--- config.mk ---
export PLATFORM = sky130hd
export DESIGN_NAME = phy_rx_deserializer_flat
export DESIGN_NICKNAME = d
export VERILOG_FILES = /design/src/rtl/phy_pkg.sv /design/src/rtl/phy_rx_deserializer_if.sv /design/src/rtl/phy_rx_shift8.sv /design/src/rtl/phy_rx_deserializer.sv /design/src/flat_wrapper.sv
export SDC_FILE = /design/constraint.sdc
export NUM_CORES = 1
export LEC_CHECK = 0
export CAP_MARGIN = 10
export CELL_PAD_IN_SITES_DETAIL_PLACEMENT = 1
export CELL_PAD_IN_SITES_GLOBAL_PLACEMENT = 2
export CORE_UTILIZATION = 37
export DETAILED_ROUTE_END_ITERATION = 8
export PLACE_DENSITY_LB_ADDON = 0.1
export SYNTH_ARGS = -nofsm -noshare
export SYNTH_HDL_FRONTEND = slang
export SYNTH_SLANG_ARGS = --single-unit
--- constraint.sdc ---
create_clock -name clk_32f -period 4.16 [get_ports clk_32f]
set_input_delay 0.624 -clock clk_32f [delete_from_list [all_inputs] [get_ports clk_32f]]
set_output_delay 0.624 -clock clk_32f [all_outputs]
set_load 0.005 [all_outputs]
--- src/rtl/phy_pkg.sv ---
// Shared PHY definitions: link symbols and receiver FSM states.
// Used by both the receive and transmit halves of the link.
package phy_pkg;

  localparam logic [7:0] COM_SYM = 8'hBC;

  typedef enum logic [1:0] {
    SEARCH = 2'd0,
    LOCK   = 2'd1,
    ACTIVE = 2'd2
  } state_t;

endpackage

--- src/rtl/phy_rx_deserializer_if.sv ---
// Receive-side serial input and parallel output bundle.
// master drives the serial line, slave is the deserializer.
interface phy_rx_deserializer_if;

  logic       data_in;
  logic [7:0] data_out;
  logic       valid_out;
  logic       active;
  logic [1:0] state_dbg;

  modport master (
    output data_in,
    input  data_out,
    input  valid_out,
    input  active,
    input  state_dbg
  );

  modport slave (
    input  data_in,
    output data_out,
    output valid_out,
    output active,
    output state_dbg
  );

endinterface

--- src/rtl/phy_rx_shift8.sv ---
// 8-bit serial-in/parallel-out shifter, MSB first.
// nxt is the byte including the bit sampled on this edge.
module phy_rx_shift8 (
  input  logic       clk_32f,
  input  logic       reset,
  input  logic       data_in,
  output logic [7:0] sr,
  output logic [7:0] nxt
);

  assign nxt = {sr[6:0], data_in};

  always_ff @(posedge clk_32f) begin
    if (reset) sr <= 8'h00;
    else       sr <= nxt;
  end

endmodule

--- src/rtl/phy_rx_deserializer.sv ---
// PHY receive deserializer: COM-based byte alignment and
// parallel byte delivery with a one-cycle valid strobe.
module phy_rx_deserializer
  import phy_pkg::*;
#(
  parameter logic [7:0] COM       = COM_SYM,
  parameter int         COM_COUNT = 4
) (
  input  logic clk_32f,
  input  logic reset,
  phy_rx_deserializer_if.slave rx
);

  localparam logic [3:0] CC = COM_COUNT[3:0];

  state_t     state;
  logic [2:0] bit_cnt;
  logic [3:0] com_cnt;
  logic [7:0] data_q;
  logic       valid_q;
  logic       active_q;
  logic [7:0] nxt;
  logic [7:0] sr_unused;
  logic       is_com;
  logic       boundary;
  logic [3:0] com_inc;

  phy_rx_shift8 u_shift (
    .clk_32f (clk_32f),
    .reset   (reset),
    .data_in (rx.data_in),
    .sr      (sr_unused),
    .nxt     (nxt)
  );

  assign is_com   = (nxt == COM);
  assign boundary = (bit_cnt == 3'd7);
  // com_cnt saturates rather than wrapping
  assign com_inc  = (com_cnt == 4'hF) ? com_cnt
                                      : com_cnt + 4'd1;

  always_ff @(posedge clk_32f) begin
    if (reset) begin
      state    <= SEARCH;
      bit_cnt  <= 3'd0;
      com_cnt  <= 4'd0;
      data_q   <= 8'h00;
      valid_q  <= 1'b0;
      active_q <= 1'b0;
    end else begin
      valid_q <= 1'b0;
      case (state)
        SEARCH: begin
          if (is_com) begin
            bit_cnt <= 3'd0;
            com_cnt <= 4'd1;
            if (CC == 4'd1) begin
              state    <= ACTIVE;
              active_q <= 1'b1;
            end else begin
              state <= LOCK;
            end
          end
        end
        LOCK: begin
          bit_cnt <= bit_cnt + 3'd1;
          if (boundary) begin
            if (is_com) begin
              com_cnt <= com_inc;
              if (com_inc >= CC) begin
                state    <= ACTIVE;
                active_q <= 1'b1;
              end
            end else begin
              state   <= SEARCH;
              com_cnt <= 4'd0;
              bit_cnt <= 3'd0;
            end
          end
        end
        ACTIVE: begin
          bit_cnt <= bit_cnt + 3'd1;
          if (boundary && !is_com) begin
            data_q  <= nxt;
            valid_q <= 1'b1;
          end
        end
        default: begin
          state    <= SEARCH;
          bit_cnt  <= 3'd0;
          com_cnt  <= 4'd0;
          active_q <= 1'b0;
        end
      endcase
    end
  end

  assign rx.data_out  = data_q;
  assign rx.valid_out = valid_q;
  assign rx.active    = active_q;
  assign rx.state_dbg = state;

endmodule
--- src/flat_wrapper.sv ---
// flat-port wrapper written by rule: the top's interface ports become plain ports
module phy_rx_deserializer_flat import phy_pkg::*;
#(
  parameter logic [7:0] COM       = COM_SYM,
  parameter int         COM_COUNT = 4
)
  (clk_32f, reset, rx_data_in, rx_data_out, rx_valid_out, rx_active, rx_state_dbg);
  phy_rx_deserializer_if rx_i ();
  input  logic clk_32f;
  input  logic reset;
  input wire logic [$bits(rx_i.data_in)-1:0] rx_data_in;
  output wire logic [$bits(rx_i.data_out)-1:0] rx_data_out;
  output wire logic [$bits(rx_i.valid_out)-1:0] rx_valid_out;
  output wire logic [$bits(rx_i.active)-1:0] rx_active;
  output wire logic [$bits(rx_i.state_dbg)-1:0] rx_state_dbg;
  assign rx_i.data_in = rx_data_in;
  assign rx_data_out = rx_i.data_out;
  assign rx_valid_out = rx_i.valid_out;
  assign rx_active = rx_i.active;
  assign rx_state_dbg = rx_i.state_dbg;
  phy_rx_deserializer #(.COM(COM), .COM_COUNT(COM_COUNT)) u_core (.clk_32f(clk_32f), .reset(reset), .rx(rx_i));
endmodule
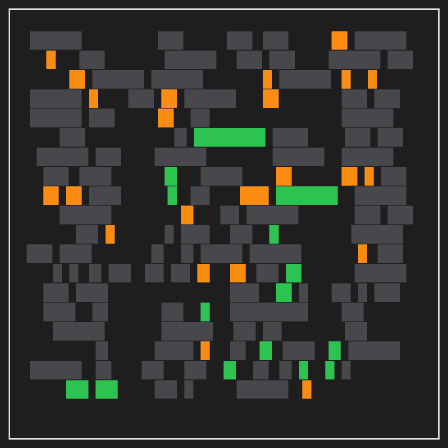
(images/gate_families.png)
colour	family	cells	most used
green	NAND gates	15	nand2_1
orange	NOR gates	23	nor2_1

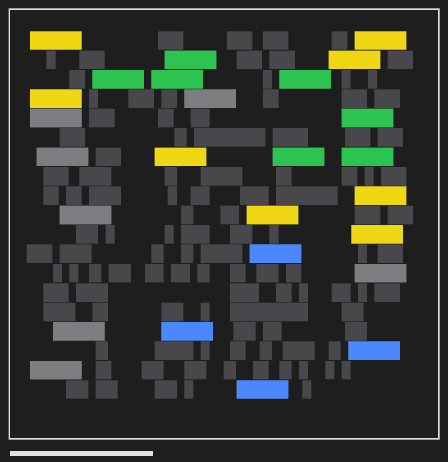
(images/registers.png)
Scale bar: 20 um. Other sequential cells in the stronger grey, the rest of the logic in the fainter grey.
colour	netlist name	flops
blue	u_core.com_cnt	4
green	u_core.u_shift.sr	7
yellow	u_core.rx.data_out	8

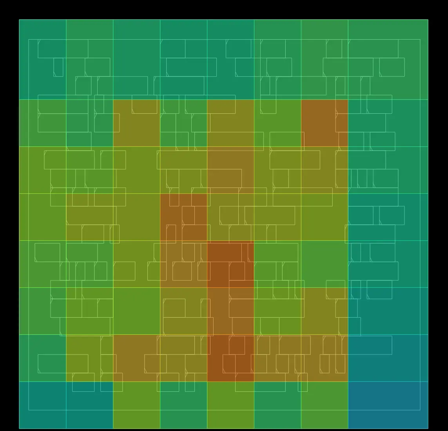
(images/final_congestion.png)
met1 usage in global routing: 23.7%
gr usage total: 17.7%
M2 GR Usage: 29.0%
final core occ: 46.9%

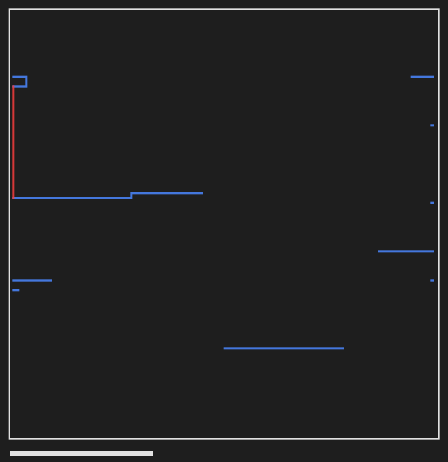
(images/metal_stack.png)
Scale bar: 20 um. Only two layers are drawn.
colour	layer	wire length
red	met4	15.6 um
blue	met3	66.0 um

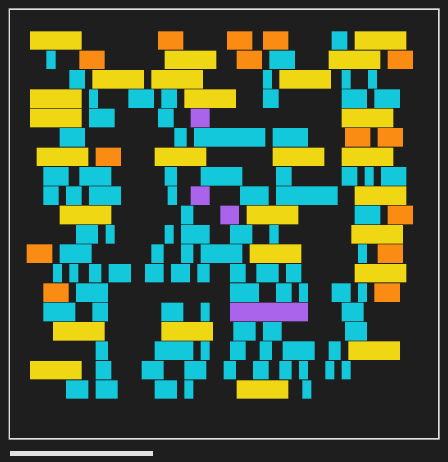
(images/cell_classes.png)
Scale bar: 20 um.
colour	class	cells
purple	clock drivers and dummy loads	4
orange	other buffers and delay cells	14
yellow	flops	26
cyan	all other logic	91

==> out/results.ini <==
[clock_tree]
clkLatencyLatePin_ps = 320
htreeDepth = 1
clkSinkCount = 26
cts_tree = done
cts.repair.resized = 0
cts-root-buf = clkbuf_4
cts_buffer_depth = 2
ctsHoldBuffers = 0
cts_buffers = 3
postCtsSetupBuffers = 0
clk_pin_slew_ps = 150

[min_path]
hp-class = flop to flop
hold-path-cell-count = 2
hold_end = u_core.rx.active
hp-start = u_core.rx.active

[worst_setup_path]
worstSetupPathType = input port to flop
critPathLaunchType = input port
reg2regPathDepth = 5
slowest_stage = clkdlybuf4s50_1
reg2reg_from = u_core.rx.state_dbg[1]
critPathMaxStageDelay_ps = 1110
path_max_fanout = 26
crit_required_ps = 4400
regToRegSetupSlack_ps = 2230
cpMostUsedCell = nor2b_1
r2r-end = u_core.com_cnt[0]
cp.arrival_ps = 2280
endpoint_kind = flop
cp_cell_sequence = clkdlybuf4s50_1 -> nor2b_1 -> nor2b_1 -> a22o_1
path_delay_family = buffers and inverters
crit_buf_inv = 1

[global_routing]
antenna_found_initial = 0
met3_usage_pct = 3.03
grt.busiest_layer = met2
grt_pass1_vias = 969
grt-ovfl-total = 0
grt_pass1_wl_um = 4660
grt_max_degree = 27

[die]
fp.coreArea_sq_um = 3130
fp.dieW_um = 60.0
ioPinCount = 15
fp_util_pct = 39.8
dieArea_sq_um = 3600
rows = 20
die_h_um = 60.0

[finish]
instances_no_fill = 179
nets = 145
area_growth_pct = 17.7
layout-drive-gt1-share_pct = 10.4
n_antenna_cell = 0

[synthesis]
yosysChipArea_sq_um = 1250
ff_type = dfxtp_1
synth-edff-count = 0
synth_area_sq_um = 1250
ys_async_sr_fraction_pct = 0
syn_nets = 131
avgSynthCellArea_sq_um = 10.2
ys_cells = 122
synth_cell_type_count = 42
ys_warn_count = 0
ys_seq_share_pct = 41.8
synth_flops = 26
synthCells = 122

[routing]
wl_um = 2790
top_layer_used = met4
drt-met1-wl_um = 1410
first_iter_violations = 27
wl_met2_um = 1310
dr.pass1.iters = 3
wl_met3_um = 65
viasPerCell = 5.37
vias = 962
drc = 0
ant_nets = 0
wl_per_cell_um = 15.6

[power]
total_power_mw = 0.437
p_sw_mw = 0.0851
pwr-share-seq_pct = 57.8
powerDensity_nw_per_um2 = 298
power.share.switching_pct = 19.5
peakVddDrop_v = 0.000111
combPwrFrac_pct = 2.2
p_int_mw = 0.352
cellLeakagePower_nw = 0.503
clkPwrFrac_pct = 40.0

[final_timing]
fin_setup_tns_ps = 0
rsz0062_at_grt = no
timing.fmax_mhz = 490
relSlewSlack_pct = 35.0
skew_ps = 7.61
finalCriticalPeriod_ps = 2040
finalHoldViolCount = 0
setup_viol = 0
fin_crit_sh_pct = 49.1
drv_slew = 0
tightest_slew_ps = 972

[placed_design]
gp_congestion = 0.796
dp.cells = 175
io_buffers = 14
place_hpwl_um = 2070

[run_status]
status = complete, no violations

[run]
tool_warnings = 28
maxCapViolations = 0

## kinds of logic (layout without fill, tap and decap cells)
kind of cell / Yosys count / count (layout) / synth area share, %
flops: 26 / 26 / 41.8
simple gates: 41 / 41 / 22.3
buf+inv: 12 / 25 / 4.32
fa+ha+maj: 6 / 6 / 6.02
compound gates: 30 / 30 / 20.0
mux: 7 / 7 / 5.62
## flip-flops by register name, summed over array words and instances, names as in the netlist
register and flops:
u_core.com_cnt 4, u_core.rx.state_dbg 2, u_core.rx.data_out 8, u_core.u_shift.sr 7, u_core.rx.active 1, u_core.bit_cnt 3
u_core.rx.valid_out 1
## layout by cell type, fill, tap and decap left out, types with 2 or more instances in the layout
master / Yosys / layout
a31oi_1: 3 / 3
nor2_1: 10 / 10
nand3_1: 4 / 4
dfxtp_1: 26 / 26
mux2i_1: 7 / 7
a32o_1: 2 / 2
nor3_1: 2 / 2
inv_1: 6 / 6
nand4b_1: 2 / 2
nand2_1: 5 / 5
clkdlybuf4s50_1: 0 / 14
ha_1: 6 / 6
o2111ai_1: 2 / 2
a22o_1: 2 / 2
nor2b_1: 9 / 9
o211ai_1: 2 / 2
clkbuf_4: 0 / 3
o21ai_0: 3 / 3
a21oi_1: 3 / 3
a221oi_1: 2 / 2
## worst max-delay path by stage
stage / start / end / slack (ps) / depth (start not counted)
floorplan: rx_data_in / u_core.com_cnt[3] / 2580 / 4
global route: reset / u_core.bit_cnt[0] / 1970 / 4
global placement: reset / u_core.bit_cnt[0] / 1820 / 4
finish: reset / u_core.bit_cnt[0] / 2120 / 4
CTS: reset / u_core.bit_cnt[0] / 2120 / 4
detailed placement: reset / u_core.bit_cnt[0] / 1760 / 4
## power groups by stage
stage	registers, mW	clock network, mW	logic [mW]
after detailed placement	0.258	0	0.00966
after global placement	0.258	0	0.00933
after CTS	0.253	0.180	0.00971
final	0.253	0.175	0.00960
after floorplan	0.257	0	0.00649
after global routing	0.253	0.190	0.0104
## layout make-up
cell class	instances	area (sq um)
inverter	7	26.3
timing repair buffer	14	140
sequential	26	520
clock buffer	3	22.5
fill	366	1660
tap	44	55.1
clock inverter	1	30.0
multi-input combinational	84	672
## stage by stage
| stage | cell area [sq um] | setup WS [ps] | util (%) | hold slack [ps] |
|---|---|---|---|---|
| finish | 1470 | 2120 | 46.9 | 485 |
| global route | 1470 | 1970 | 46.9 | 527 |
| CTS | 1470 | 2120 | 46.9 | 491 |
| detailed placement | 1410 | 1760 | 45.2 | 463 |
| global placement | 1410 | 1820 | 45.2 | 456 |
| floorplan | 1250 | 2580 | - | 446 |
## cell usage after synthesis (3+ instances only)
cell | n | area (sq um)
nand2_1 | 5 | 18.8
dfxtp_1 | 26 | 521
nor2b_1 | 9 | 56.3
clkbuf_1 | 3 | 11.3
a21oi_1 | 3 | 15.0
a31oi_1 | 3 | 18.8
mux2i_1 | 7 | 70.1
ha_1 | 6 | 75.1
inv_1 | 6 | 22.5
o21ai_0 | 3 | 15.0
nand3_1 | 4 | 20.0
nor2_1 | 10 | 37.5
## tightest hold or removal path, cell delays in order, from the launching register on
cell      delay [ps]
dfxtp_1          340
inv_1             50
a221oi_1          60
Power figures rest on the tool's default switching activity, not on a simulated workload.
